## config.mk

```make
export PLATFORM = sky130hd
export DESIGN_NAME = adder_share_arb
export DESIGN_NICKNAME = d
export VERILOG_FILES = /design/src/rtl/adder_share_arb.sv
export SDC_FILE = /design/constraint.sdc
export NUM_CORES = 1
export LEC_CHECK = 0
export CAP_MARGIN = 20
export CORE_MARGIN = 2
export CORE_UTILIZATION = 41
export DETAILED_ROUTE_END_ITERATION = 7
export GPL_ROUTABILITY_DRIVEN = 0
export PLACE_DENSITY = 0.82
export SLEW_MARGIN = 0
export SYNTH_ARGS = -nofsm -noshare
export SYNTH_HDL_FRONTEND = slang
export SYNTH_SLANG_ARGS = --single-unit
```

## constraint.sdc

```tcl
create_clock -name clk -period 4.9 [get_ports clk]
set_input_delay 0.735 -clock clk [delete_from_list [all_inputs] [get_ports clk]]
set_output_delay 0.735 -clock clk [all_outputs]
set_load 0.005 [all_outputs]
```

## src/rtl/adder_share_arb.sv

```systemverilog
// Round-robin arbiter sharing one registered WIDTH-bit adder among NREQ requesters.
// Optional saturating add is enabled by defining ADDER_ARB_SAT_EN.
module adder_share_arb #(
    parameter int NREQ  = 4,
    parameter int WIDTH = 8,
    parameter int IDW   = $clog2(NREQ)
) (
    input  logic                  clk,
    input  logic                  rst_n,
    input  logic                  ena,
    input  logic [NREQ-1:0]       req_valid,
    output logic [NREQ-1:0]       req_ready,
    input  logic [NREQ*WIDTH-1:0] req_a,
    input  logic [NREQ*WIDTH-1:0] req_b,
    output logic                  res_valid,
    input  logic                  res_ready,
    output logic [WIDTH-1:0]      res_sum,
    output logic                  res_carry,
    output logic [IDW-1:0]        res_id
);

    localparam logic [0:0] ST_EMPTY = 1'b0;
    localparam logic [0:0] ST_FULL  = 1'b1;

    logic [0:0]       r_state;
    logic [IDW-1:0]   r_ptr;
    logic [WIDTH-1:0] r_sum;
    logic             r_carry;
    logic [IDW-1:0]   r_id;

    logic             w_slot_free;
    logic             w_grant;
    logic             w_found;
    logic [IDW-1:0]   w_gnt_idx;
    logic [IDW-1:0]   w_cand;
    logic [WIDTH-1:0] w_a;
    logic [WIDTH-1:0] w_b;
    logic [WIDTH:0]   w_sum;

    // A full slot counts as free when the consumer drains it this same cycle.
    assign w_slot_free = (r_state == ST_EMPTY) || res_ready;

    always_comb begin
        w_found   = 1'b0;
        w_gnt_idx = '0;
        w_cand    = '0;
        for (int k = 1; k <= NREQ; k++) begin
            w_cand = IDW'((int'(r_ptr) + k) % NREQ);
            if (!w_found && req_valid[w_cand]) begin
                w_found   = 1'b1;
                w_gnt_idx = w_cand;
            end
        end
    end

    assign w_grant   = rst_n && w_slot_free && ena && w_found;
    assign req_ready = w_grant ? (NREQ'(1) << w_gnt_idx) : '0;

    assign w_a   = req_a[w_gnt_idx*WIDTH +: WIDTH];
    assign w_b   = req_b[w_gnt_idx*WIDTH +: WIDTH];
    assign w_sum = {1'b0, w_a} + {1'b0, w_b};

    always_ff @(posedge clk or negedge rst_n) begin
        if (!rst_n) begin
            r_state <= ST_EMPTY;
            r_ptr   <= IDW'(NREQ - 1);
            r_sum   <= '0;
            r_carry <= 1'b0;
            r_id    <= '0;
        end else if (w_grant) begin
            r_state <= ST_FULL;
            r_ptr   <= w_gnt_idx;
            r_id    <= w_gnt_idx;
            r_carry <= w_sum[WIDTH];
`ifdef ADDER_ARB_SAT_EN
            r_sum   <= w_sum[WIDTH] ? '1 : w_sum[WIDTH-1:0];
`else
            r_sum   <= w_sum[WIDTH-1:0];
`endif
        end else if (w_slot_free) begin
            r_state <= ST_EMPTY;
        end
    end

    assign res_valid = (r_state == ST_FULL);
    assign res_sum   = r_sum;
    assign res_carry = r_carry;
    assign res_id    = r_id;

endmodule

```

==> metrics.cfg, run 1 <==
[hold_path]
holdCritPathClass = reg -> reg

[drt]
via_count = 1528
drc = 0
drtIter0Drc = 53
postRouteAntennaNets = 0
vias_per_cell = 5.22
routed_wl_microns = 4050
firstDrtPassIters = 4

[synthesis]
ys_ff = 14
synth-edff-count = 0
syn_inst = 159
ys_types = 42
syn_avg_cell_area_sq_um = 9.58
yosys_area_sq_um = 1520
syn_nets = 240
synthFlopType = dfrtp_1
ys.warnings.count = 0
async_flop_share_pct = 100
netlist_area_sq_um = 1520
ys_seq_share_pct = 23.2
yosys_cells = 159

[pwr]
power.density_nw_per_um2 = 400
ir_drop_uv = 240
power_mw = 0.989
p_leak_nw = 1.10

[critical_path]
required_ns = 4.16
worstSetupEndpointType = output port
worstSetupStartpointType = input port
cp_top_family = buffers and inverters
path_cells = clkdlybuf4s50_1 > nand3b_1 > a31oi_4 > buf_4 > nand2_1 > nor2b_1 > clkdlybuf4s50_1
cpMostUsedCell = clkdlybuf4s50_1
arrival_ns = 3.18
critPathKind = in -> out
cpPeakStageDelay_ns = 0.54
worst-path-buf-inv = 3
worst-path-max-fanout = 27
critPathSlowestCell = clkdlybuf4s50_1

[die]
ios = 88
std_cell_rows = 22
dieWidth_microns = 64.9
die-area_sq_um = 4220
initial_core_util_pct = 42.2
coreArea_sq_um = 3610
die_y_microns = 64.9

[sta]
max_slew_margin_pct = 56.7
rsz0062_at_grt = no
fmax_mhz = 255
clock_skew_ns = 0.00691
period_needed_ns = 3.92
finalCritPeriodShare_pct = 80.0
setup_viol = 0
finalSetupTns_ns = 0
hold_viol = 0
slew_violations = 0
worstMarginPinSlew_ns = 0.646

[flow_run]
maxCapViolations = 0
warnings = 26

[clock_tree]
clk_pin_slew_ns = 0.05
cts_tree = done
numCtsBuffers = 3
clock-sinks = 14
cts_max_level = 1
root_buffer = clkbuf_8
insertion_delay_ns = 0.25
post_cts.repair.setup_buffers = 0
hold_buffers = 0
post_cts_resized = 0
clk_path_buf_depth = 2

[outcome]
outcome = completed

[finish]
diodes = 0
area_delta_synth_final_pct = 62.4
drive_gt1_share_pct = 7.35
fillers = 300
fin_nets = 327

[global_route]
grt_pass1_vias = 1466
grt_max_degree = 28
antenna_found_initial = 0
grt.total_usage_pct = 19.3
grt_pass1_wl_microns = 6450
grt_overflow = 0

[place]
hpwl_microns = 3290
io_buffer_count = 87

run 1: path summary, 6_finish.rpt:
kind / start / to / slack (ns) / cells after the start
min in group asynchronous: rst_n / res_sum[7] / 0.80 / 2
worst max-delay path: req_valid[3] / req_ready[3] / 0.98 / 7
worst max register to register: r_ptr[1] / res_carry / 1.50 / 10
max in group asynchronous: rst_n / r_ptr[1] / 3.86 / 2
worst min register to register: res_sum[0] / res_sum[0] / 0.48 / 2
worst min-delay path: res_sum[0] / res_sum[0] / 0.48 / 2
run 1: Yosys cell counts, types with 2 or more instances:
cell type	count	area [sq um]
a211oi_1	3	22.5
a21o_1	2	15.0
buf_4	3	22.5
buf_6	4	45.0
dfrtp_1	12	300
dfstp_2	2	52.6
ha_1	8	100
inv_1	4	15.0
mux2_2	2	22.5
mux2i_1	51	510
nand2_1	20	75.1
nand2b_1	3	18.8
nor2_1	4	15.0
nor2b_1	2	12.5
nor3_1	3	15.0
nor4_1	2	12.5
o21ai_0	7	35.0
o21bai_1	2	15.0
o31ai_1	2	15.0
run 1: flip-flops by register name (all words and copies together) (netlist names):
register   count
res_id         2
r_ptr          2
res_sum        8
res_carry      1
res_valid      1
run 1: tightest hold or removal path, stage by stage (launching register included):
cell and delay [ns]:
dfrtp_1 0.34, nand2_1 0.05, nand2_1 0.06
run 1: cells in the final DEF, fill, tap and decap left out, types with 4 or more instances in the layout:
| cell type | instances |
|---|---|
| clkbuf_8 | 4 |
| clkdlybuf4s50_1 | 87 |
| dfrtp_1 | 12 |
| ha_1 | 8 |
| inv_1 | 4 |
| mux2i_1 | 51 |
| nand2_1 | 20 |
| nor2_1 | 4 |
| o21ai_0 | 7 |
run 1: stage by stage:
stage          cell area (sq um)  hold slack (ns)  std cells  setup slack (ns)  utilization [%]
6_report                    2470            0.477        293             0.981             68.6
5_1_grt                     2470            0.520        293             0.826             68.6
4_1_cts                     2470            0.483        293             0.967             68.6
2_1_floorplan               1520            0.439        159              1.70                -
3_3_place_gp                2420            0.464        289             0.915             67.1
3_5_place_dp                2420            0.471        289             0.799             67.1
run 1: power by group:
part	internal, mW	total [mW]	switching (mW)
clock network	0.0712	0.112	0.0409
registers	0.170	0.202	0.0319
logic	0.360	0.675	0.315
run 1: area by class of cell:
type	instances	area [sq um]	area share (%)
Multi-Input combinational cell	133	1100	44.4
Timing Repair Buffer	90	893	36.1
Sequential cell	14	353	14.3
Tap cell	48	60.1	2.43
Clock buffer	4	55.1	2.23
Inverter	4	15.0	0.607
run 1: kinds of logic after synthesis:
family | after synthesis | share of synthesized area, %
AND-OR/OR-AND | 27 | 12.9
flip-flops | 14 | 23.2
AND/OR/NAND/NOR | 43 | 14.7
adder cells (fa/ha/maj) | 9 | 7.89
buffers and inverters | 12 | 5.75
multiplexers | 53 | 35.0
XOR/XNOR | 1 | 0.575
run 1: layer usage:
metal | track usage (%) | vias to the layer above | part of all wire, %
met2 | 34.1 | 59 | 51
met4 | 3.72 | 0 | 1.2
met1 | 23.3 | 705 | 41
met3 | 5.38 | 6 | 6.9
met5 | 0 | - | 0
li1 | - | 758 | -
Fig. 1: run 1, where the registers sit
Other sequential cells in the stronger gray, the rest of the logic in the fainter gray.
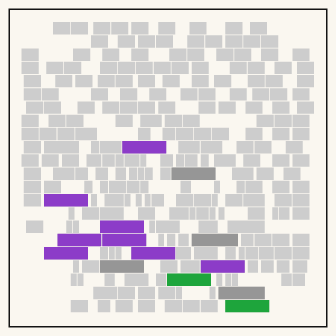
[`res_id`] green | placed flops: 2
[`res_sum`] purple | placed flops: 8

Fig. 2: run 1, congestion heat map
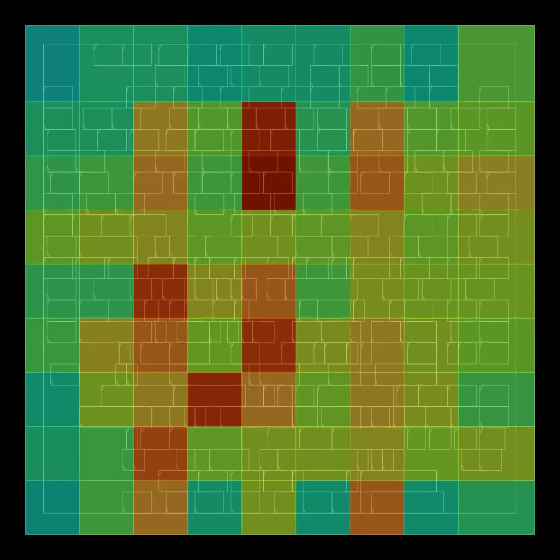
Routed wire per std cell: 13.8 microns
met2 Use GR: 34.1%
GRT Max-Usage Layer: met2

Fig. 3: run 1, floorplan with the power grid
The bar under the picture is 20 microns long. Pins as bars on the die edge. Tap cells in gray.
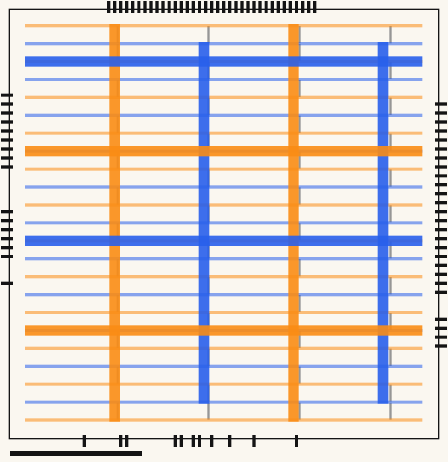
[VSS] orange
[VDD] blue
met5 straps: 4
signal pins: 88

Fig. 4: run 1, a small window of the routed layout
Window x 36 to 61, y 4 to 29 microns. Cells in gray, sequential cells in the stronger gray; small squares are vias.
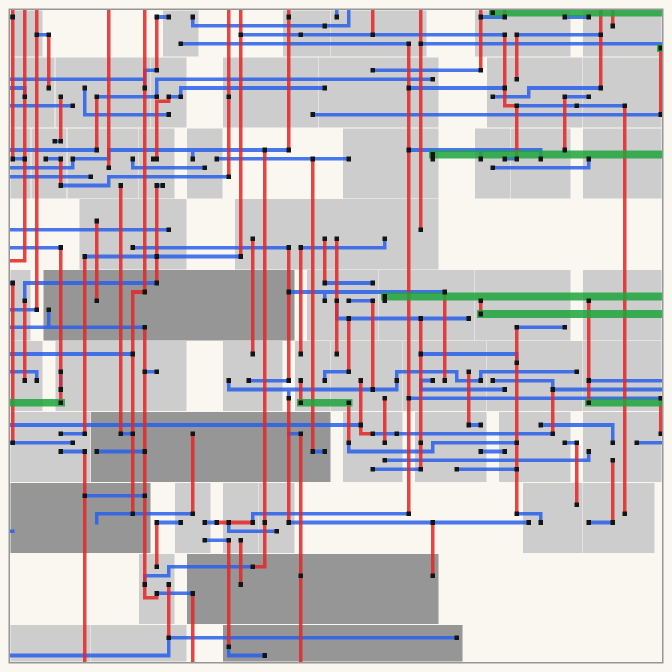
[met2] red
[met3] green
[met1] blue
most frequent: clkdlybuf4s50_1 (12), nand2_1 (6), mux2i_1 (4)
sequential cells in the window: 5
cells with their middle in the window: 51
netlist names of flops here include: `r_ptr` (2), `res_id` (2)

Fig. 5: run 1, wiring by layer
Only two layers are drawn.
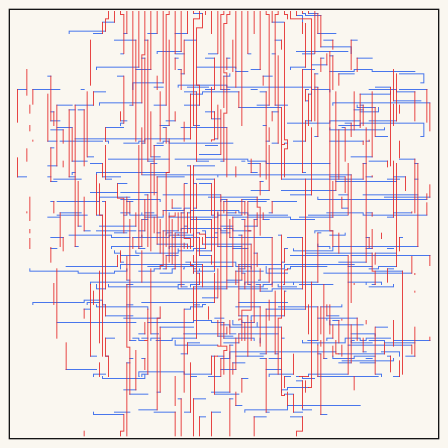

## Run 2: what changed since run 1
- CORE_UTILIZATION: 41 -> 35
- PLACE_DENSITY: 0.82 -> 0.74
- clock period: 4.9 -> 3.5 ns (I/O delays scaled with it)
Fig. 6: run 2, wiring by layer
Only two layers are drawn.
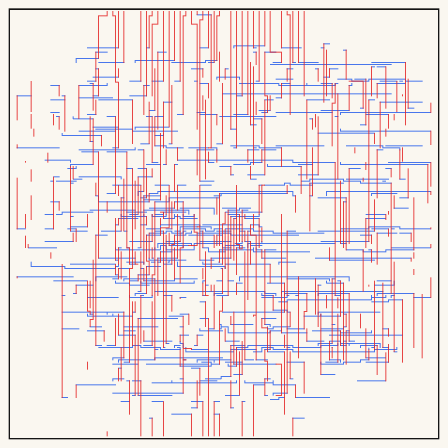
[met2] red | wire length: 2250 microns
[met1] blue | wire length: 1830 microns

==> run 2 against run 1 <==
  * Sequential power rose by about 40%
  * Count of clock-buffer cells in the layout did not move
  * Critical path depth increased by 5
  * Synthesized area stayed put
  * Global-route usage decreased by 2.3 points
  * Critical endpoint is now res_carry
  * Register-to-register slack worse by 1.1 ns
  * Non-clock buffer count rose by 15
  * Die area increased by 16%
  * Synthesized cell count stayed put
  * Via count rose by 2.7%
  * Total power rose by 51%
  * Core utilization fell by 4.6 points
==> metrics.cfg, run 2 <==
[outcome]
outcome = completed

[pwr]
pwr-share-clk_pct = 9.1  ; -2.2 points
power_frac_seq_pct = 19.0  ; -1.4 points
ir_drop_uv = 298  ; +24%
power_frac_comb_pct = 71.9  ; +3.6 points
p_sw_share_pct = 38.2  ; -0.99 points
p_leak_nw = 1.18  ; +7.3%
p_switching_mw = 0.569  ; +47%
intPower_mw = 0.920  ; +53%
power.density_nw_per_um2 = 569  ; +42%

[synthesis]
yosys_area_sq_um = 1520  ; unchanged
yosys_cells = 159  ; unchanged
ys_seq_share_pct = 23.2  ; unchanged
syn_avg_cell_area_sq_um = 9.58  ; unchanged
syn_inst = 159  ; unchanged
ys.warnings.count = 0  ; unchanged
synth-edff-count = 0  ; unchanged
syn_nets = 240  ; unchanged
top_cell = mux2i_1
synth_area_leader_cell = mux2i_1
top_cell_area_share_pct = 33.5  ; unchanged
ys_types = 42  ; unchanged
netlist_top_cells_count = mux2i_1, nand2_1, dfrtp_1
async_flop_share_pct = 100  ; unchanged
netlist_area_sq_um = 1520  ; unchanged
ys_ff = 14  ; unchanged
synthFlopType = dfrtp_1
ys_top_cells_by_area = mux2i_1, dfrtp_1, ha_1

[clock_tree]
insertion_delay_ns = 0.25  ; about the same
post_cts_resized = 0  ; unchanged
clk_pin_slew_ns = 0.06  ; about the same
clk_path_buf_depth = 2  ; unchanged
cts_max_level = 1  ; unchanged
clock-sinks = 14  ; unchanged
root_buffer = clkbuf_8
cts_tree = done
numCtsBuffers = 3  ; unchanged

[finish]
final_area_sq_um = 2620  ; +5.8%
utilization_pct = 64.0  ; -4.6 points
drive_gt1_share_pct = 12.3  ; +5.0 points
diodes = 0  ; unchanged
layout_top_cells = clkdlybuf4s50_1, mux2i_1, nand2_1
layout_top_cell = clkdlybuf4s50_1
fin_nets = 342  ; +4.6%
area_delta_synth_final_pct = 71.8
largest_register_ffs = 8  ; unchanged

[global_route]
grt.total_usage_pct = 17.0  ; -2.3 points
grt_pass1_vias = 1536  ; +4.8%
grt_max_degree = 18  ; -36%
grt_pass1_wl_microns = 6890  ; +6.7%
grt_overflow = 0  ; unchanged
antenna_found_initial = 0  ; unchanged

[drt]
avgRoutedWirePerCell_microns = 14.0  ; +1.6%
firstDrtPassIters = 4  ; unchanged
postRouteAntennaNets = 0  ; unchanged
drtIter0Drc = 33  ; -38%
drc = 0  ; unchanged
routed_wl_microns = 4350  ; +7.5%
vias_per_cell = 5.06  ; -2.9%
via_count = 1569  ; +2.7%

[sta]
clock_skew_ns = 0.00304  ; -0.00386 ns
hold_viol = 0  ; unchanged
max_slew_margin_pct = 55.0  ; -1.6 points
finalSetupTns_ns = 0  ; unchanged
rsz0062_at_grt = no
worstMarginPinSlew_ns = 0.671  ; +0.0246 ns
period_needed_ns = 3.33
finalWorstSetupSlack_ns = 0.171  ; -0.810 ns
slew_violations = 0  ; unchanged
setup_viol = 0  ; unchanged
fmax_mhz = 300
finalCritPeriodShare_pct = 95.1

[die]
coreArea_sq_um = 4090  ; +13%
std_cell_rows = 23  ; +4.5%
die_y_microns = 70.0  ; +7.7%
die-area_sq_um = 4890  ; +16%
initial_core_util_pct = 37.3  ; -5.0 points
ios = 88  ; unchanged
dieWidth_microns = 70.0  ; +7.7%

[critical_path]
worstSetupEndpointType = flip-flop
cpPeakStageDelay_ns = 0.51  ; -0.03 ns
worst-path-buf-inv = 2  ; -1
arrival_ns = 3.45  ; +0.27 ns
required_ns = 3.62  ; -0.54 ns
path_cells = clkdlybuf4s50_1 > or2b_1 > a21boi_1 > o21ai_2 > buf_12 > mux2i_1 > ha_1 > fa_1 > a21oi_1 > o21ai_0 > o21ba_2 > o41a_1
critPathSlowestCell = clkdlybuf4s50_1
critPathKind = in -> reg
worstSetupStartpointType = input port
worst-path-max-fanout = 6  ; -78%
cp_top_family = AND-OR/OR-AND gates
rrSetupSlack_ns = 0.40  ; -1.10 ns

[flow_run]
maxCapViolations = 0  ; unchanged
warnings = 26  ; unchanged

[place]
pre_cts_ws_ns = -0.0772  ; -0.876 ns
dpl-instance-area_sq_um = 2570  ; +6.3%
hpwl_microns = 3750  ; +14%
io_buffer_count = 87  ; unchanged

[hold_path]
holdCritPathClass = reg -> reg

[run 2: cell counts after synthesis]
No cell type changed its count.
[run 2: per-layer routing]
layer	vias up	global-route usage (%)	wire length, microns
li1	792	-	-
met1	722	20.0	1830
met2	51	31.4	2250
met3	4	4.04	239
met4	0	3.21	31
met5	-	0	0
[run 2: timing repair]
item                                    CTS  global route
hold buffers                              0             0
setup buffers                             0             0
hold endpoints to repair                  0             0
endpoints found under the setup margin    0             1
[run 2: layout make-up]
class,count,area (sq um)
Sequential cell,14,353
Timing Repair Buffer,105,1040
Multi-Input combinational cell,133,1100
Tap cell,50,62.6
Fill cell,366,1470
Inverter,4,15.0
Clock buffer,4,45.0
[run 2: path summary, 6_finish.rpt]
check	end	start	cells past startpoint
max in group asynchronous	r_ptr[0]	rst_n	2
min	res_sum[0]	res_sum[0]	2
max	res_carry	req_valid[3]	12
min reg2reg	res_sum[0]	res_sum[0]	2
max reg2reg	res_carry	r_ptr[1]	10
min in group asynchronous	res_sum[7]	rst_n	2
[run 2: power by group through the flow]
| stage | combinational [mW] | clock [mW] | sequential (mW) |
|---|---|---|---|
| after global placement | 1.05 | 0 | 0.282 |
| after CTS | 1.08 | 0.139 | 0.283 |
| after detailed placement | 1.07 | 0 | 0.285 |
| after floorplan | 0.620 | 0 | 0.283 |
| after global routing | 1.16 | 0.149 | 0.290 |
| final | 1.07 | 0.136 | 0.283 |
[run 2: per-stage QoR]
step                hold slack, ns  power (mW)  cells
finish                       0.477        1.49    310
CTS                          0.483        1.50    310
detailed placement           0.469        1.36    306
floorplan                    0.229       0.903    159
global route                 0.512        1.60    310
global placement             0.463        1.33    306
[run 2: tightest hold or removal path: stages (launching register included)]
cell and delay (ns):
dfrtp_1 0.34, nand2_1 0.05, nand2_1 0.06
[run 2: cell families (layout without fill, tap and decap cells)]
kind of cell / after synthesis / in the layout / share of synthesized area, %
buf+inv: 12 / 113 / 5.75
mux: 53 / 53 / 35.0
fa+ha+maj: 9 / 9 / 7.89
simple gates: 43 / 43 / 14.7
compound gates: 27 / 27 / 12.9
xor+xnor: 1 / 1 / 0.575
flops: 14 / 14 / 23.2
Fig. 7: run 2, a small window of the routed layout
Window x 40 to 65, y 5 to 30 microns. Cells in gray, sequential cells in the stronger gray; small squares are vias.
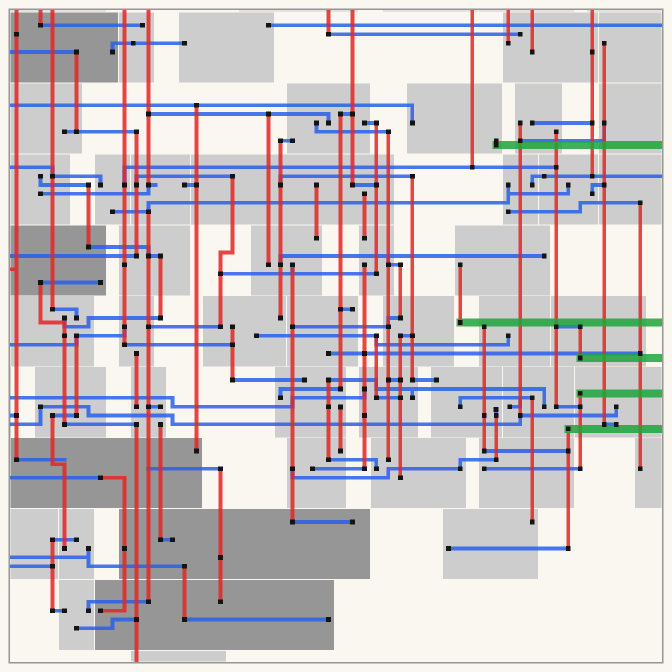

## Run 3: what changed since run 2
- CORE_UTILIZATION: 35 -> 39
- PLACE_DENSITY: 0.74 -> 0.78
- clock period: 3.5 -> 3.65 ns (I/O delays scaled with it)
Fig. 8: run 3, a small window of the routed layout
Window x 37 to 62, y 4 to 29 microns. Cells in gray, sequential cells in the stronger gray; small squares are vias.
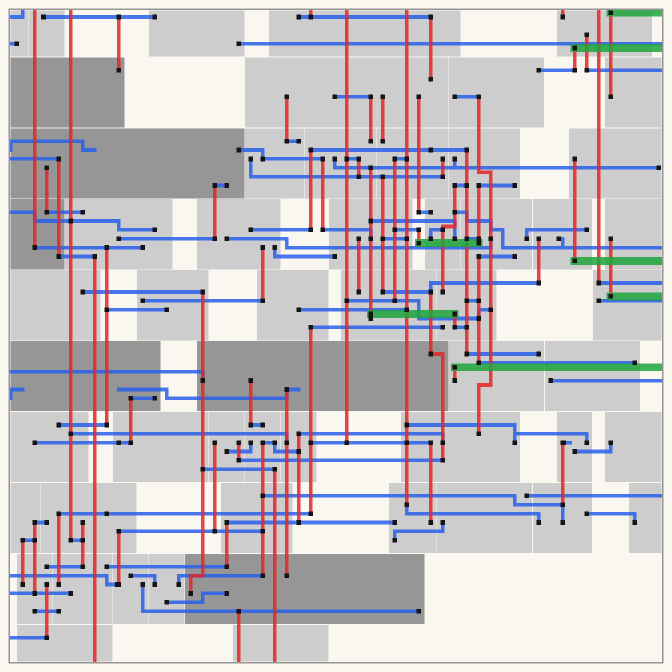
[met3] green
[met1] blue
[met2] red
cells with their middle in the window: 51
netlist names of flops here include: `r_ptr` (2), `res_id` (2)
most frequent: clkdlybuf4s50_1 (13), nand2_1 (6), buf_4 (3)
sequential cells in the window: 4

==> run 3 against run 2 <==
  * Worst setup slack improved by 0.048 ns
  * First-iteration DRC count decreased by 30%
  * Via count decreased by 0.96%
  * Global-route usage increased by 1.5 points
  * Synthesized cell count unchanged
  * Clock skew decreased by 0.0023 ns
  * Final cell count decreased by 3.2%
  * Total power decreased by 8.7%
  * Synthesized area unchanged
  * Clock power decreased by 6%
  * Core utilization increased by 4.0 points
==> metrics.cfg, run 3 <==
[drt]
via_count = 1554  ; -0.96%
avgRoutedWirePerCell_microns = 13.7  ; -2.2%
postRouteAntennaNets = 0  ; unchanged
drc = 0  ; unchanged
vias_per_cell = 5.18  ; +2.3%
drtIter0Drc = 23  ; -30%
routed_wl_microns = 4120  ; -5.3%
firstDrtPassIters = 5  ; +1

[pwr]
ir_drop_uv = 355  ; +19%
p_leak_nw = 1.13  ; -4.1%

[synthesis]
ys_ff = 14  ; unchanged
ys.warnings.count = 0  ; unchanged
yosys_cells = 159  ; unchanged
yosys_area_sq_um = 1520  ; unchanged
top_cell_area_share_pct = 33.5  ; unchanged
top_cell = mux2i_1
syn_nets = 240  ; unchanged
netlist_top_cells_count = mux2i_1, nand2_1, dfrtp_1
synthFlopType = dfrtp_1
ys_top_cells_by_area = mux2i_1, dfrtp_1, ha_1
synth-edff-count = 0  ; unchanged
syn_avg_cell_area_sq_um = 9.58  ; unchanged
ys_seq_share_pct = 23.2  ; unchanged
ys_types = 42  ; unchanged
syn_inst = 159  ; unchanged
synth_area_leader_cell = mux2i_1

[place]
dpl-instance-area_sq_um = 2480  ; -3.4%
pre_cts_ws_ns = -0.0194  ; +0.0578 ns
io_buffer_count = 87  ; unchanged

[sta]
period_needed_ns = 3.43
clock_skew_ns = 0.000767  ; -0.00228 ns
slew_violations = 0  ; unchanged
rsz0062_at_grt = no
setup_viol = 0  ; unchanged
worstMarginPinSlew_ns = 0.687  ; +0.0160 ns
finalWorstSetupSlack_ns = 0.220  ; +0.0483 ns
hold_viol = 0  ; unchanged
max_slew_margin_pct = 53.9  ; -1.1 points
finalCritPeriodShare_pct = 94.0
holdWs_ns = 0.475  ; -0.00252 ns

[critical_path]
critPathKind = in -> reg
r2r_start = r_ptr[1]
arrival_ns = 3.55  ; +0.10 ns
startpoint = req_valid[3]
critPathSlowestCell = clkdlybuf4s50_1
worstSetupEndpointType = flip-flop
required_ns = 3.77  ; +0.15 ns
worstSetupStartpointType = input port
worst-path-max-fanout = 11  ; +5
cpPeakStageDelay_ns = 0.54  ; +0.03 ns

[clock_tree]
cts_max_level = 1  ; unchanged
root_buffer = clkbuf_8
cts_tree = done
insertion_delay_ns = 0.24  ; about the same
hold_buffers = 0  ; unchanged
post_cts_resized = 0  ; unchanged
post_cts.repair.setup_buffers = 0  ; unchanged
numCtsBuffers = 3  ; unchanged
clk_path_buf_depth = 2  ; unchanged
clk_pin_slew_ns = 0.05  ; about the same

[finish]
final_area_sq_um = 2530  ; -3.3%
mi_logic_area_sq_um = 1100  ; unchanged
largest_register_ffs = 8  ; unchanged
drive_gt1_share_pct = 9.52  ; -2.8 points
area_delta_synth_final_pct = 66.1
fin_nets = 334  ; -2.3%
flop_area_sq_um = 353  ; unchanged
layout_top_cell = clkdlybuf4s50_1
diodes = 0  ; unchanged
fillers = 334  ; -8.7%

[die]
ios = 88  ; unchanged
coreArea_sq_um = 3720  ; -9.1%
dieWidth_microns = 66.5  ; -5.0%
std_cell_rows = 22  ; -4.3%
die_y_microns = 66.5  ; -5.0%
die-area_sq_um = 4420  ; -9.7%
initial_core_util_pct = 41.0  ; +3.7 points

[global_route]
grt.total_usage_pct = 18.5  ; +1.5 points
grt_pass1_vias = 1459  ; -5.0%
antenna_found_initial = 0  ; unchanged
grt_pass1_wl_microns = 6320  ; -8.2%

[flow_run]
maxCapViolations = 0  ; unchanged
warnings = 26  ; unchanged

[hold_path]
holdCritPathClass = reg -> reg

[outcome]
outcome = completed

-- run 3: cell families (layout without fill, tap and decap cells) --
logic type / count (synthesis) / after routing / synth area share (%)
AND/OR/NAND/NOR: 43 / 43 / 14.7
adder cells (fa/ha/maj): 9 / 9 / 7.89
buffers and inverters: 12 / 105 / 5.75
flip-flops: 14 / 14 / 23.2
XOR/XNOR: 1 / 1 / 0.575
multiplexers: 53 / 53 / 35.0
AND-OR/OR-AND: 27 / 27 / 12.9
-- run 3: path summary, 6_finish.rpt --
check	end	slack (ns)	cells past startpoint
worst max-delay path	res_carry	0.22	12
worst min-delay path	res_sum[0]	0.47	2
worst max register to register	res_carry	0.49	11
worst min register to register	res_sum[0]	0.47	2
max in group asynchronous	r_ptr[1]	2.76	2
min in group asynchronous	res_valid	0.66	2
-- run 3: worst max-delay path: cells and delay by family --
kind                     cells  cell delay (ns)
adder cells (fa/ha/maj)      2             0.64
buffers and inverters        2             0.71
multiplexers                 2             0.32
AND/OR/NAND/NOR              1             0.14
AND-OR/OR-AND                5             1.19
-- run 3: power by group --
group | total (mW) | internal (mW) | switching (mW) | leakage (nW)
combinational | 0.964 | 0.529 | 0.435 | 0.943
clock | 0.128 | 0.0771 | 0.0507 | 0.0228
sequential | 0.267 | 0.228 | 0.0392 | 0.168
total | 1.36 | 0.834 | 0.525 | 1.13
-- run 3: layout make-up --
type,instances,area share (%)
Sequential cell,14,14.0
Tap cell,48,2.38
Multi-Input combinational cell,133,43.4
Timing Repair Buffer,97,37.9
Inverter,4,0.594
Clock buffer,4,1.78
-- run 3: per-stage QoR --
stage                     power, mW  std cells  TNS, ns  util, %
after CTS                      1.37        300        0     68.0
after global routing           1.47        300        0     68.0
final                          1.36        300        0     68.0
after floorplan               0.866        159        0        -
after global placement         1.22        296        0     66.8
after detailed placement       1.24        296  -0.0194     66.8
-- run 3: per-layer routing --
| layer | GRT usage [%] | vias up | wire (microns) |
|---|---|---|---|
| met1 | 22.4 | 705 | 1760 |
| li1 | - | 779 | - |
| met5 | 0 | - | 0 |
| met4 | 4.34 | 0 | 29 |
| met3 | 3.72 | 5 | 276 |
| met2 | 33.4 | 65 | 2060 |
Power figures rest on the tool's default switching activity, not on a simulated workload.
